### Placed cells, one colour a class, run 1

(6 px per um)
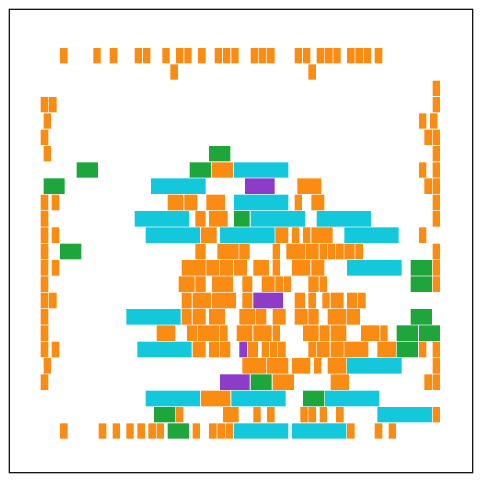
### Cell sizes after repair, run 1

(4 px per um)
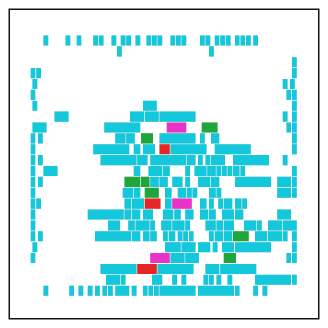
### Wire density map, run 1

(4 px per um) 15 x 15 tiles, from dark purple (low) to yellow (high), scaled to the fullest tile. Values are wire area over tile area, all layers added.
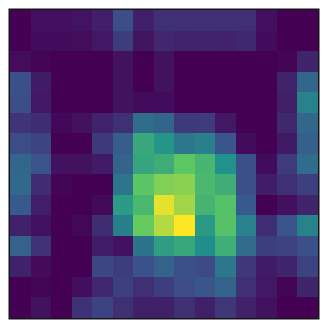
### The clock network, run 1

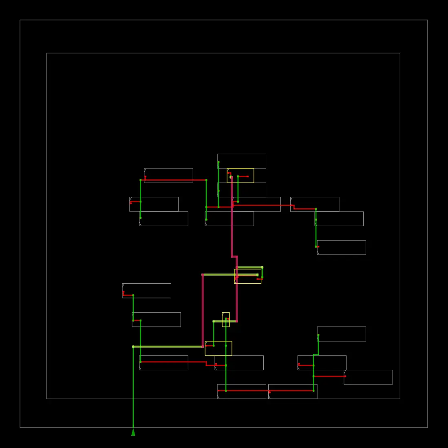
Design frame_buffer_manager, sky130hd; sources not shown.
==> out/metrics.csv, run 1 <==
metric;value;unit
reg_clk_slew_reported_paths;70;ps
critPathTopFamily;AND-OR/OR-AND gates;
gpl.final_weighted_congestion;0.8738;
power.sequential.total;0.343;mW
top_cell;sky130_fd_sc_hd__buf_4;
min_period_over_period;0.7651;
achievable-frequency;0.3326;GHz
layout_top_cell;sky130_fd_sc_hd__conb_1;
irDropWorstVdd;236.0;uV
htreeDepth;1;
layout-drive-gt1-share;0.05752;
met3WireLength;368;um
ys_seq_elements;19;
combPwrFrac;0.620;
p_sw;0.7177;mW
chipWidth;76.98;um
placed_area;1660;um^2
dr.first_iter.drc_count;78;
ys_seq_share;0.2585;
synth.cellmix.xorXnorShare;0.009524;
first_global_vias;1138;
diode_count;0;
cellLeakagePower;0.8408;nW
synthAdderAreaFrac;0;
grt_first_pass_wirelength;5.382;mm
numCtsBuffers;3;
drv_cap;0;
number_of_enable_type_register_cells_in_the_synthesized_netlist;0;
internal-power;0.5412;mW
setup.worst_path.end_class;flop;
cts_tree;yes;
total_power;1.259;mW
global_route.usage.met2;0.1876;
status;completed;
clkCellAreaFrac;0.02641;
timing.critical_path.from_type;input port;
compound_area_frac;0.1463;
worst-endpoint-required;4070;ps
synth_area_per_cell;8.555;um^2
grt_max_degree;20;
uppermost_signal_routing_layer_after_detailed_routing;met4;
die_height;76.98;um
max-clock-path-buffers;2;
avgViaCountPerCell;4.345;
synth_cells;215;
worst-path-max-fanout;10;
ys_async_sr_fraction;1.000;
-- 'Placed cells, one colour a class' (at the start) --
legend:
  remaining buffers and delay cells:
    colour: green
    cells: 16
  clock drivers and dummy loads:
    colour: purple
    cells: 4
  sequential cells:
    colour: cyan
    cells: 19
  combinational and other logic:
    colour: orange
    cells: 187
Core Footprint: 4354 um^2
utilization after layout: 0.3917
fraction of area in registers: 0.2788
post-route cell area: 1705 um^2
Row Count: 24

-- 'Cell sizes after repair' (at the start) --
legend:
  _2 cells:
    colour: green
    cells: 7
  _0 and _1 cells:
    colour: cyan
    cells: 213
  _6 and larger:
    colour: magenta
    cells: 3
  _3 and _4 cells:
    colour: red
    cells: 3
setup ws final: 923.2 ps
P&R area growth vs syn: -7.279%
number of non-clock buffers: 16

-- 'Wire density map' (at the start) --
densest ninth of the die: middle
nearly empty tiles: 26%
mean over tiles: 0.098
fullest tile: 0.53
emptiest ninth of the die: top left
tiles over half the peak: 12%
WL per Instance: 12.38 um
vias post-DR: 1208
Detailed Route WL: 3.441 mm

-- 'The clock network' (at the start) --
Clk. pwr: 0.135 mW
clock tree skew after final layout: 0.9482 ps
clock buffer count in the final layout: 4
flop count: 19
worst-skew pair later-pin latency: 260 ps

## Run 2: what changed since run 1
--- a/config.mk
+++ b/config.mk
@@ -5,11 +5,11 @@
 export SDC_FILE = /design/constraint.sdc
 export NUM_CORES = 1
 export LEC_CHECK = 0
-export ABC_CLOCK_PERIOD_IN_PS = 3930
+export ABC_CLOCK_PERIOD_IN_PS = 2700
 export CORE_MARGIN = 5
-export CORE_UTILIZATION = 41
+export CORE_UTILIZATION = 35
 export DETAILED_ROUTE_END_ITERATION = 6
-export PLACE_DENSITY = 0.87
+export PLACE_DENSITY = 0.79
 export SYNTH_ARGS = -nofsm -noshare
 export SYNTH_HDL_FRONTEND = slang
 export SYNTH_SLANG_ARGS = --single-unit
==> constraint.sdc (replaced) <==
create_clock -name clk_100Mhz -period 2.7 [get_ports clk_100Mhz]
set_input_delay 0.675 -clock clk_100Mhz [delete_from_list [all_inputs] [get_ports clk_100Mhz]]
set_output_delay 0.675 -clock clk_100Mhz [all_outputs]
set_load 0.05 [all_outputs]
### Wire density map, run 2

(4 px per um) 16 x 16 tiles, from dark purple (low) to yellow (high), scaled to the fullest tile. Values are wire area over tile area, all layers added.
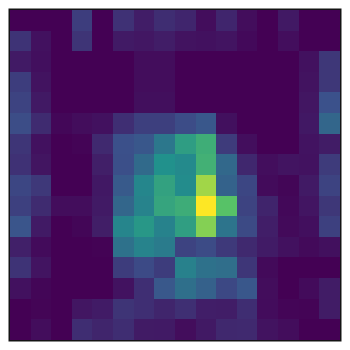
emptiest ninth of the die: top right
mean over tiles: 0.090
nearly empty tiles: 31%
fullest tile: 0.70
Detailed Route WL: 3.612 mm
total track usage: 0.1031

### Metal 3, run 2

(4 px per um) Cells faint in the background.
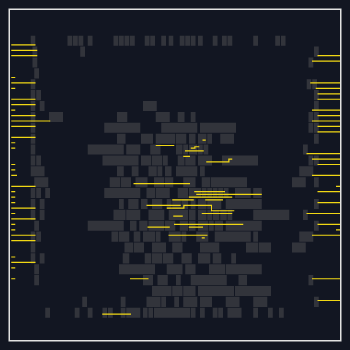
nets with wire on the layer: 74
main direction: horizontal
share of all routed wire: 11%
longest straight run: 17.0 um
vias post-DR: 1272
met3 Resource Use GR: 0.01844

==> run 2 against run 1 <==
Clock-buffer cell count did not move. Die area increased by 15%. Synthesized area stayed put. Design area increased by 7.6%. Largest cell class unchanged.
==> out/metrics.csv, run 2 <==
metric;value;unit
status;completed;
largest_reg_flops;6;
core;5107;um^2
avgViaCountPerCell;4.117;
cts_hold_buffers_added;0;
total_power;1.856;mW
diode_count;0;
yosysTopAreaCell;sky130_fd_sc_hd__buf_4;
setup.worst_path.end_class;flop;
commonest_cells_in_the_synthesized_netlist;sky130_fd_sc_hd__buf_4, sky130_fd_sc_hd__dfrtp_1, sky130_fd_sc_hd__nor2_1, sky130_fd_sc_hd__nand2_1, sky130_fd_sc_hd__o21ai_0;
clk_pwr;0.199;mW
ys_seq_elements;19;
skew;1.899;ps
chipWidth;82.49;um
worst-endpoint-required;2850;ps
synth_area_per_cell;8.555;um^2
ys_async_sr_fraction;1.000;
design.die.area;6805;um^2
top_cell;sky130_fd_sc_hd__buf_4;
synth.cellmix.xorXnorShare;0.009524;
holdPathStages;1;
met3WireLength;403;um
reg_clk_slew_reported_paths;70;ps
layout.sequential_cells;19;
rows;26;
setup_viol;0;
cpMaxStageDelayCell;sky130_fd_sc_hd__a2111o_1;
nonClockInverterCount;3;
synthMuxAreaShare;0.02381;
internal-power;0.8058;mW
compound_area_frac;0.1463;
die_height;82.49;um
timing.critical_path.from_type;input port;
synthAdderAreaFrac;0;
clk_latency;260;ps
dpl.hpwl;2.876;mm
logic_area;960.9;um^2
worst-path-max-fanout;4;
synth_cells;215;
finish.net_count;246;
path_cells;clkdlybuf4s50_1, nand2b_1, a2111o_1, buf_4, nor3b_1, or4_4, nand3_2, o31ai_1;
achievable-frequency;0.3878;GHz
cts_tree;yes;
irDropWorstVdd;445.8;uV
gr-max-usage-layer;met2;
p_sw;1.050;mW
gpl.final_weighted_congestion;0.9763;
first_global_vias;1188;
fin_util;0.3594;
gr-usage-met1;0.1331;
ys_seq_share;0.2585;
clkCellAreaFrac;0.02454;
post_synth_main_area_contributors;sky130_fd_sc_hd__buf_4, sky130_fd_sc_hd__dfrtp_1, sky130_fd_sc_hd__nor2_1;
top_cell_area_share;0.3918;
grt_max_degree;20;
dr.first_iter.drc_count;218;
layout.comb_gates.multi_input;184;
number_of_enable_type_register_cells_in_the_synthesized_netlist;0;
grt_first_pass_wirelength;5.402;mm
ys_cells;215;
layout_top_cell;sky130_fd_sc_hd__conb_1;
fraction_of_area_in_registers;0.2590;
numCtsBuffers;3;
power.largest_group;combinational logic;
wire_per_inst;11.69;um
min_period_over_period;0.9550;
cellLeakagePower;0.9024;nW
max-clock-path-buffers;2;
drv_cap;0;
global_route.usage.met2;0.1595;
placed_area;1780;um^2
power.sequential.total;0.496;mW
uppermost_signal_routing_layer_after_detailed_routing;met4;
final.clkbuf_count;4;
grt_antenna_before_repair;0;
port_buffers;15;
htreeDepth;1;
p_clk_frac;0.107;
cellPowerDensity;1011;nW/um^2
sequential_cell_area;475.5;um^2
critPathTopFamily;AND-OR/OR-AND gates;
combPwrFrac;0.625;
power_share_of_the_sequential_group;0.267;
layout-drive-gt1-share;0.1172;
flow.area_growth_from_synthesis;-0.2041;%
### Cell sizes after repair, run 2

(3 px per um)
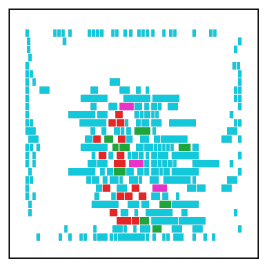
legend:
  _6 and larger:
    colour: magenta
    cells: 3
  _3 and _4 cells:
    colour: red
    cells: 16
  _0 and _1 cells:
    colour: cyan
    cells: 211
  _2 cells:
    colour: green
    cells: 9
setup ws final: 121.6 ps
post-route cell area: 1836 um^2
number of non-clock buffers: 29

No activity file was given, so power comes from the tool's default toggle rates.
